$ cat src/rtl/image_loader.sv
// image_loader
// Front end of the bilinear downscaler. It takes a byte stream made of a
// 7-byte header (width L/H, height L/H, scale L/H, mode) followed by
// width*height pixels. Pixels are written row-major into the shared image
// memory starting at address 0. When the image is complete the loader
// latches the configuration and pulses start_proc to the control unit.
// The loader drives the memory only while cu_busy is low; the external mux
// gives the memory to the loader whenever the control unit is idle.
//
// Optional feature, macro IMAGE_LOADER_CHECKSUM_EN:
//   The loader keeps an 8-bit running sum of the header and pixel bytes and
//   expects one trailing byte after the last pixel. The image is started
//   only if sum + trailing byte == 0 (mod 256); otherwise the loader goes
//   to the error state. When the macro is not defined there is no trailing
//   byte.
//
// Ports
//   clk           system clock
//   rst           synchronous, active-high reset
//   in_valid      stream byte valid
//   in_data       stream byte
//   in_ready      loader accepts a byte (transfer = in_valid && in_ready)
//   cu_busy       control unit busy; the loader stalls while it is high
//   mem_we        memory write enable
//   mem_addr      memory address (pixel index)
//   mem_data_out  memory write data
//   cfg_width     latched image width
//   cfg_height    latched image height
//   cfg_scale     latched scale (0x0080 = 1/2, 0x0100 = 1)
//   cfg_mode      latched mode (0 = sequential, 1 = SIMD)
//   start_proc    one-cycle start pulse to the control unit
//   load_done     one-cycle pulse after start_proc
//   err           sticky error flag
//   clr_err       clears err and returns to HDR (ERR state only)
//
// state | meaning
// ------+----------------------------------------------------------
// HDR   | collecting the 7 header bytes
// CHECK | one cycle: validate the header, latch cfg on success
// PIX   | writing pixels, one memory write per accepted byte
// CKSUM | waiting for the trailing checksum byte (feature build only)
// START | one cycle: start_proc is raised on the next cycle
// DONE  | one cycle: load_done is raised on the next cycle
// ERR   | header or checksum rejected; waits for clr_err

module image_loader #(
   parameter int ADDR_W     = 19,
   parameter int MAX_PIXELS = 262144,
   parameter int HDR_BYTES  = 7
) (
   input  logic              clk,
   input  logic              rst,
   input  logic              in_valid,
   input  logic [7:0]        in_data,
   output logic              in_ready,
   input  logic              cu_busy,
   output logic              mem_we,
   output logic [ADDR_W-1:0] mem_addr,
   output logic [7:0]        mem_data_out,
   output logic [15:0]       cfg_width,
   output logic [15:0]       cfg_height,
   output logic [15:0]       cfg_scale,
   output logic [7:0]        cfg_mode,
   output logic              start_proc,
   output logic              load_done,
   output logic              err,
   input  logic              clr_err
);

   localparam int HC_W = $clog2(HDR_BYTES);

   typedef enum logic [2:0] {
      S_HDR   = 3'd0,
      S_CHECK = 3'd1,
      S_PIX   = 3'd2,
      S_CKSUM = 3'd3,
      S_START = 3'd4,
      S_DONE  = 3'd5,
      S_ERR   = 3'd6
   } state_t;

   state_t            state_q, state_d;
   logic [HC_W-1:0]   hdr_cnt_q, hdr_cnt_d;
   logic [ADDR_W-1:0] pix_cnt_q, pix_cnt_d;
   logic [31:0]       last_idx_q, last_idx_d;

   // raw header fields, only copied to cfg_* once the header is accepted
   logic [15:0]       hw_q, hw_d;
   logic [15:0]       hh_q, hh_d;
   logic [15:0]       hs_q, hs_d;
   logic [7:0]        hm_q, hm_d;

   logic [15:0]       cfg_width_q, cfg_width_d;
   logic [15:0]       cfg_height_q, cfg_height_d;
   logic [15:0]       cfg_scale_q, cfg_scale_d;
   logic [7:0]        cfg_mode_q, cfg_mode_d;

   logic              mem_we_q, mem_we_d;
   logic [ADDR_W-1:0] mem_addr_q, mem_addr_d;
   logic [7:0]        mem_data_q, mem_data_d;
   logic              start_q, start_d;
   logic              done_q, done_d;
   logic              err_q, err_d;

`ifdef IMAGE_LOADER_CHECKSUM_EN
   logic [7:0]        sum_q, sum_d;
`endif

   logic              xfer;
   logic [31:0]       total_w;
   logic              hdr_bad;

   always_comb begin
      in_ready = 1'b0;
      if (!cu_busy) begin
         case (state_q)
            S_HDR:   in_ready = 1'b1;
            S_PIX:   in_ready = 1'b1;
`ifdef IMAGE_LOADER_CHECKSUM_EN
            S_CKSUM: in_ready = 1'b1;
`endif
            default: in_ready = 1'b0;
         endcase
      end
   end

   assign xfer = in_valid && in_ready;

   // 16x16 product cannot overflow 32 bits, so the size check is exact
   always_comb begin
      total_w = 32'(hw_q) * 32'(hh_q);
      hdr_bad = (hw_q < 16'd2) || (hh_q < 16'd2) || hw_q[0] || hh_q[0] ||
                (total_w > 32'(MAX_PIXELS)) ||
                !((hs_q == 16'h0080) || (hs_q == 16'h0100)) ||
                (hm_q > 8'd1);
   end

   always_comb begin
      state_d      = state_q;
      hdr_cnt_d    = hdr_cnt_q;
      pix_cnt_d    = pix_cnt_q;
      last_idx_d   = last_idx_q;
      hw_d         = hw_q;
      hh_d         = hh_q;
      hs_d         = hs_q;
      hm_d         = hm_q;
      cfg_width_d  = cfg_width_q;
      cfg_height_d = cfg_height_q;
      cfg_scale_d  = cfg_scale_q;
      cfg_mode_d   = cfg_mode_q;
      mem_we_d     = 1'b0;
      mem_addr_d   = mem_addr_q;
      mem_data_d   = mem_data_q;
      start_d      = 1'b0;
      done_d       = 1'b0;
      err_d        = err_q;
`ifdef IMAGE_LOADER_CHECKSUM_EN
      sum_d        = sum_q;
`endif

      case (state_q)
         S_HDR: begin
            if (xfer) begin
               case (hdr_cnt_q)
                  3'd0:    hw_d[7:0]  = in_data;
                  3'd1:    hw_d[15:8] = in_data;
                  3'd2:    hh_d[7:0]  = in_data;
                  3'd3:    hh_d[15:8] = in_data;
                  3'd4:    hs_d[7:0]  = in_data;
                  3'd5:    hs_d[15:8] = in_data;
                  default: hm_d       = in_data;
               endcase
`ifdef IMAGE_LOADER_CHECKSUM_EN
               // first header byte restarts the running sum
               sum_d = (hdr_cnt_q == '0) ? in_data : sum_q + in_data;
`endif
               if (hdr_cnt_q == HC_W'(HDR_BYTES - 1)) begin
                  hdr_cnt_d = '0;
                  state_d   = S_CHECK;
               end else begin
                  hdr_cnt_d = hdr_cnt_q + 1'b1;
               end
            end
         end

         S_CHECK: begin
            if (hdr_bad) begin
               state_d = S_ERR;
               err_d   = 1'b1;
            end else begin
               state_d      = S_PIX;
               pix_cnt_d    = '0;
               last_idx_d   = total_w - 32'd1;
               cfg_width_d  = hw_q;
               cfg_height_d = hh_q;
               cfg_scale_d  = hs_q;
               cfg_mode_d   = hm_q;
            end
         end

         S_PIX: begin
            if (xfer) begin
               mem_we_d   = 1'b1;
               mem_addr_d = pix_cnt_q;
               mem_data_d = in_data;
               pix_cnt_d  = pix_cnt_q + 1'b1;
`ifdef IMAGE_LOADER_CHECKSUM_EN
               sum_d      = sum_q + in_data;
`endif
               if (32'(pix_cnt_q) == last_idx_q) begin
`ifdef IMAGE_LOADER_CHECKSUM_EN
                  state_d = S_CKSUM;
`else
                  state_d = S_START;
`endif
               end
            end
         end

`ifdef IMAGE_LOADER_CHECKSUM_EN
         S_CKSUM: begin
            if (xfer) begin
               if (8'(sum_q + in_data) == 8'h00) begin
                  state_d = S_START;
               end else begin
                  state_d = S_ERR;
                  err_d   = 1'b1;
               end
            end
         end
`endif

         // start/done are registered, so each pulse appears one cycle after
         // its state: write cycle, then start_proc, then load_done
         S_START: begin
            start_d = 1'b1;
            state_d = S_DONE;
         end

         S_DONE: begin
            done_d    = 1'b1;
            state_d   = S_HDR;
            hdr_cnt_d = '0;
         end

         S_ERR: begin
            if (clr_err) begin
               err_d     = 1'b0;
               state_d   = S_HDR;
               hdr_cnt_d = '0;
            end
         end

         default: begin
            state_d   = S_HDR;
            hdr_cnt_d = '0;
         end
      endcase
   end

   always_ff @(posedge clk) begin
      if (rst) begin
         state_q      <= S_HDR;
         hdr_cnt_q    <= '0;
         pix_cnt_q    <= '0;
         last_idx_q   <= '0;
         hw_q         <= '0;
         hh_q         <= '0;
         hs_q         <= '0;
         hm_q         <= '0;
         cfg_width_q  <= '0;
         cfg_height_q <= '0;
         cfg_scale_q  <= '0;
         cfg_mode_q   <= '0;
         mem_we_q     <= 1'b0;
         mem_addr_q   <= '0;
         mem_data_q   <= '0;
         start_q      <= 1'b0;
         done_q       <= 1'b0;
         err_q        <= 1'b0;
`ifdef IMAGE_LOADER_CHECKSUM_EN
         sum_q        <= '0;
`endif
      end else begin
         state_q      <= state_d;
         hdr_cnt_q    <= hdr_cnt_d;
         pix_cnt_q    <= pix_cnt_d;
         last_idx_q   <= last_idx_d;
         hw_q         <= hw_d;
         hh_q         <= hh_d;
         hs_q         <= hs_d;
         hm_q         <= hm_d;
         cfg_width_q  <= cfg_width_d;
         cfg_height_q <= cfg_height_d;
         cfg_scale_q  <= cfg_scale_d;
         cfg_mode_q   <= cfg_mode_d;
         mem_we_q     <= mem_we_d;
         mem_addr_q   <= mem_addr_d;
         mem_data_q   <= mem_data_d;
         start_q      <= start_d;
         done_q       <= done_d;
         err_q        <= err_d;
`ifdef IMAGE_LOADER_CHECKSUM_EN
         sum_q        <= sum_d;
`endif
      end
   end

   assign mem_we       = mem_we_q;
   assign mem_addr     = mem_addr_q;
   assign mem_data_out = mem_data_q;
   assign cfg_width    = cfg_width_q;
   assign cfg_height   = cfg_height_q;
   assign cfg_scale    = cfg_scale_q;
   assign cfg_mode     = cfg_mode_q;
   assign start_proc   = start_q;
   assign load_done    = done_q;
   assign err          = err_q;

endmodule

$ cat config.mk
export PLATFORM = sky130hd
export DESIGN_NAME = image_loader
export DESIGN_NICKNAME = d
export VERILOG_FILES = /design/src/rtl/image_loader.sv
export SDC_FILE = /design/constraint.sdc
export NUM_CORES = 1
export LEC_CHECK = 0
export ABC_AREA = 1
export CAP_MARGIN = 5
export CORE_MARGIN = 10
export CORE_UTILIZATION = 47
export CTS_CLUSTER_SIZE = 28
export DETAILED_ROUTE_END_ITERATION = 16
export PLACE_DENSITY_LB_ADDON = 0.25
export REMOVE_ABC_BUFFERS = 1
export SLEW_MARGIN = 25
export SYNTH_ARGS = -nofsm -noshare
export SYNTH_HDL_FRONTEND = slang
export SYNTH_SLANG_ARGS = --single-unit
export TNS_END_PERCENT = 20
$ cat constraint.sdc
create_clock -name clk -period 12.97 [get_ports clk]
set_clock_uncertainty 0.05 [all_clocks]
set_input_delay 2.594 -clock clk [delete_from_list [all_inputs] [get_ports clk]]
set_output_delay 2.594 -clock clk [all_outputs]
set_load 0.05 [all_outputs]
Figure 1. M4 wires.
Scale: 2 px per um.
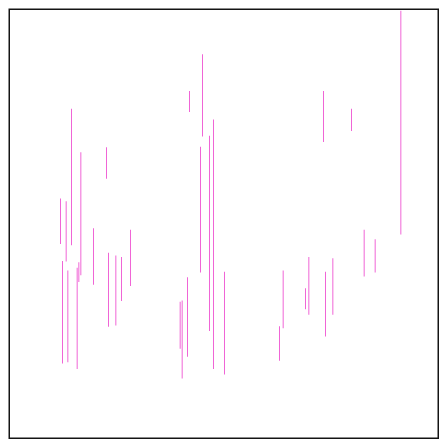
longest straight run: 124 um
main direction: vertical
wire length on this layer: 1320 um
share of all routed wire: 2.8%

==> run summary <==
Notes on the physical design

Setup repair after global routing left no endpoint under its margin. Sorting the synthesized cells by area gives the leading types as sky130_fd_sc_hd__dfxtp_1 23%, sky130_fd_sc_hd__fa_1 22%, sky130_fd_sc_hd__nand2_1 12%, sky130_fd_sc_hd__inv_1 11%, sky130_fd_sc_hd__ha_1 7.6%. The post-synthesis cell type with the largest instance count is sky130_fd_sc_hd__nand2_1.

Per the synthesis report, the adder-cell share of the synthesized area is 0.2961. The fraction of registers with async set or reset after synthesis is 0. The maximum clock frequency is 116.3 MHz. By startpoint and endpoint, the worst setup path is classified as reg2reg. The most instantiated logic cell after routing is sky130_fd_sc_hd__nand2_1. The tool warning count is 25. The pre-CTS setup check shows a worst slack of 4.370 ns. The die height is 213.7 um. In this run the post-CTS setup repair buffer count came out at 0. The post-synth area from yosys stat is 17640 um^2. The violation count after the first detailed-routing iteration is 1001. The first global-routing pass estimated 79070 um of wire. The detailed-route wire length per cell is 16.15 um.

sky130_fd_sc_hd__dfxtp_1 takes more of the synthesized area than any other cell. For reference, the clock transition at the flip-flops on the worst setup and hold paths is 0.07 ns. The power per cell area is 67.79 nW/um^2. The number of vias in the routed layout is 15310. The most numerous cell type found on the critical path is sky130_fd_sc_hd__nand2_1. The max-cap violation count is 0. The endpoint required time on the critical path is 13.25 ns. The startpoint of the tightest hold check path is cfg_mode[2]$_SDFFE_PP0P_. Looking at the critical path, the single cell with the biggest stage delay is sky130_fd_sc_hd__clkinv_2.

In this run, the synthesized area fraction spent on and/or/nand/nor cells is recorded as 0.2404. The floorplan core area is 36790 um^2. The number of antenna violations at the first check in global routing came to 0.

The critical path launch point type is a flip-flop. The met1 usage in global routing is 0.2823. Yosys shows that the main logic family after synthesis is adder cells. The area fraction in compound gates is 0.08010. Wire segments on met2 add up to 22610 um in the final route. For this run, the detailed router reports a per-instance via density of 5.186. In the finished design, the share of the clock period the worst path needs comes to 0.6630. Routed signal wires occupy layers up through met4. The clock root buffer master is sky130_fd_sc_hd__clkbuf_16. The report puts the hold buffer count at CTS at 0.

The final worst slack is 4.371 ns. The placement summary gives the final routability congestion estimate as 0.9151. Summed over all cells, the static leakage comes to 0.01020 uW.

The count of buffers inserted at the top-level ports is 100. The cell total in the yosys stat output is 2463. Summed over all layers, the routed wires come to 47660 um.

The number of global-route vias before repair is 15330. The post-cts gate resize count is 0. The type of the tightest min-delay check is reg2reg. The synthesized flop and latch total is 200. The insertion delay to the later sink of the worst-skew pair is 0.45 ns.

The kind of cell adding the most delay to the critical path is adder cells. The top cell types in the final layout, fill and taps aside, are 552 x sky130_fd_sc_hd__nand2_1, 513 x sky130_fd_sc_hd__inv_1, 221 x sky130_fd_sc_hd__nor2_1, 200 x sky130_fd_sc_hd__dfxtp_1, 194 x sky130_fd_sc_hd__fa_1. The xor/xnor share of the synthesized area is 0.01242.

TritonCTS built the clock tree. The relative slew slack is 0.3341. The worst setup path is captured at a flip-flop. The total chip power is 1319 uW. The run finished with clean final reports. The data arrival time reported for the critical path is 8.88 ns. The synthesis warning total is 0.

Setup total negative slack on the finished layout was measured at 0 ns. The floorplan has 70 rows. The pin count of the biggest net entering global routing is 88. Counting along the longest clock path gives a buffer depth of 2. Summed over all routing layers, the global router reports a total usage of 0.2170. The dominant synthesized flop cell is sky130_fd_sc_hd__dfxtp_1. In this run the number of H-tree levels came out at 4.

The leftover overflow at the end of global routing is 0. The post-synthesis instance area is 17640 um^2. The minimum clock period is 8.600 ns.

The worst vdd rail ir drop is 0.09067 mV. The critical path maximum fanout is 61. The number of top-level pins is 101. Each instance of the synthesized netlist takes up on average 7.160 um^2. The area growth from synthesis to final layout is 10.36%. Counting tap cells, the placed design contains a total of 2921 instances. The share of the synthesized area in the top cell type is 0.2270. The share of the core area taken by cells at floorplan is 0.4794. The tally of nets with antenna violations remaining after routing is 0. The share of final-layout standard cells stronger than drive strength 1 is 0.03462. The number of buffer and inverter instances along the worst setup path is 7. For this run, the script counts the antenna cells in the layout as 0. The final standard cell count with taps included and fillers excluded is 2952. The horizontal die dimension reported for this design is 213.7 um. The biggest cell delay along the critical path is 1.03 ns. The most utilized layer in the global route result is met2. In the final report, the number of hold violations comes to 0.

The number of clock buffers inserted by TritonCTS is 17. Synthesis instantiated 44 different standard cells from the library. The count of final setup violators is 0. According to the floorplan report, the total die area is 45670 um^2. The length of routed wiring on met1 is 21130 um.

The core occupancy in the finished layout is 0.5291. The met2 usage is 0.3668. The post-synth count of flops with an enable pin is 0. The post-detailed-route DRC marker count is 0. The synthesized instance count is 2463. The launch point of the worst path is hw_q[5]$_SDFFE_PP0P_. The global routing report lists met3 layer usage as 0.02555. The transition time recorded at the tightest slew-check pin is 0.9975 ns. The first detailed-routing pass ran for 5 iterations. Summing all multiplexer cells gives an area fraction of 0. For reference, the top cells by count after synthesis are 552 x sky130_fd_sc_hd__nand2_1, 514 x sky130_fd_sc_hd__inv_1, 223 x sky130_fd_sc_hd__nor2_1. Detailed placement ended at an HPWL of 36220 um. The finished design was reported to have a net count of 2786.

Summed over all nets, wire length on met3 after detailed routing comes to 2601 um. The worst flop-to-flop path startpoint is hw_q[5]$_SDFFE_PP0P_. Per Yosys stat, the portion of area used by sequential elements is 0.2270. TritonCTS reports the number of clock sinks as 200. The final tally of max-slew violations is 0.
Figure 2. Ports around the boundary.
Scale: 2 px per um. Pins as bars across the die edge, other pins in grey.
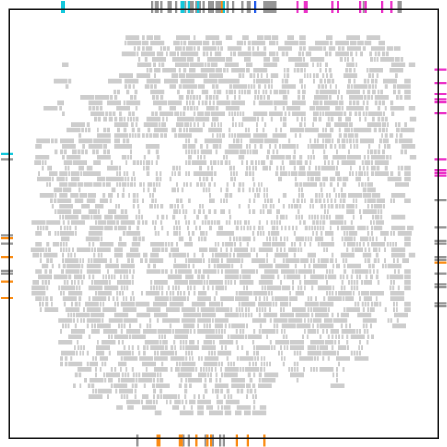
legend:
  cyan:
    port: mem_data_out
    pins: 8
    direction: output
    edge: 7 north, 1 west
  orange:
    port: cfg_height
    pins: 16
    direction: output
    edge: 10 south, 4 west, 1 north, 1 east
  blue:
    port: err
    pins: 1
    direction: output
    edge: north
  magenta:
    port: mem_addr
    pins: 19
    direction: output
    edge: 10 east, 9 north

cell type report:
| cell class | count | area [um^2] |
|---|---|---|
| multi-input combinational | 1605 | 11130 |
| timing repair buffer | 112 | 1111 |
| clock inverter | 14 | 191.4 |
| fill | 3590 | 17320 |
| sequential | 200 | 4004 |
| clock buffer | 17 | 425.4 |
| inverter | 536 | 2016 |
| tap | 468 | 585.6 |
path summary, 6_finish.rpt:
kind                                 endpoint  slack [ns]  depth (start not counted)
setup / recovery  last_idx_q[25]$_SDFFE_PP0P_        4.37                         29
hold / removal       cfg_mode[2]$_SDFFE_PP0P_        0.41                          2
setup reg to reg  last_idx_q[25]$_SDFFE_PP0P_        4.37                         29
hold reg to reg      cfg_mode[2]$_SDFFE_PP0P_        0.41                          2
sequential cells by signal, indices dropped and copies added, names as in the netlist, 8 cells and up:
| signal | count |
|---|---|
| hm_q | 8 |
| cfg_width | 16 |
| hs_q | 16 |
| hh_q | 16 |
| cfg_height | 16 |
| cfg_scale | 16 |
| mem_addr | 19 |
| mem_data_out | 8 |
| last_idx_q | 32 |
| pix_cnt_q | 19 |
| hw_q | 16 |
| cfg_mode | 8 |
where the power goes:
group	internal [uW]	leakage, uW	switching, uW
clock	294	0.000302	273
sequential	619	0.00161	27.7
combinational	35.9	0.00828	70.3
worst reg2reg max path, delay by kind of cell (launching register included):
kind	cells	cell delay (ns)
fa+ha+maj	7	3.47
simple gates	15	2.64
buf+inv	7	1.35
flops	1	0.96
metrics by stage:
step	hold slack, ns	area, um^2
floorplan	0.3939	17110
global placement	0.3949	18810
detailed placement	0.3951	18850
CTS	0.4071	19460
global route	0.4315	19460
finish	0.4065	19460
Power and IR drop assume default switching activity.
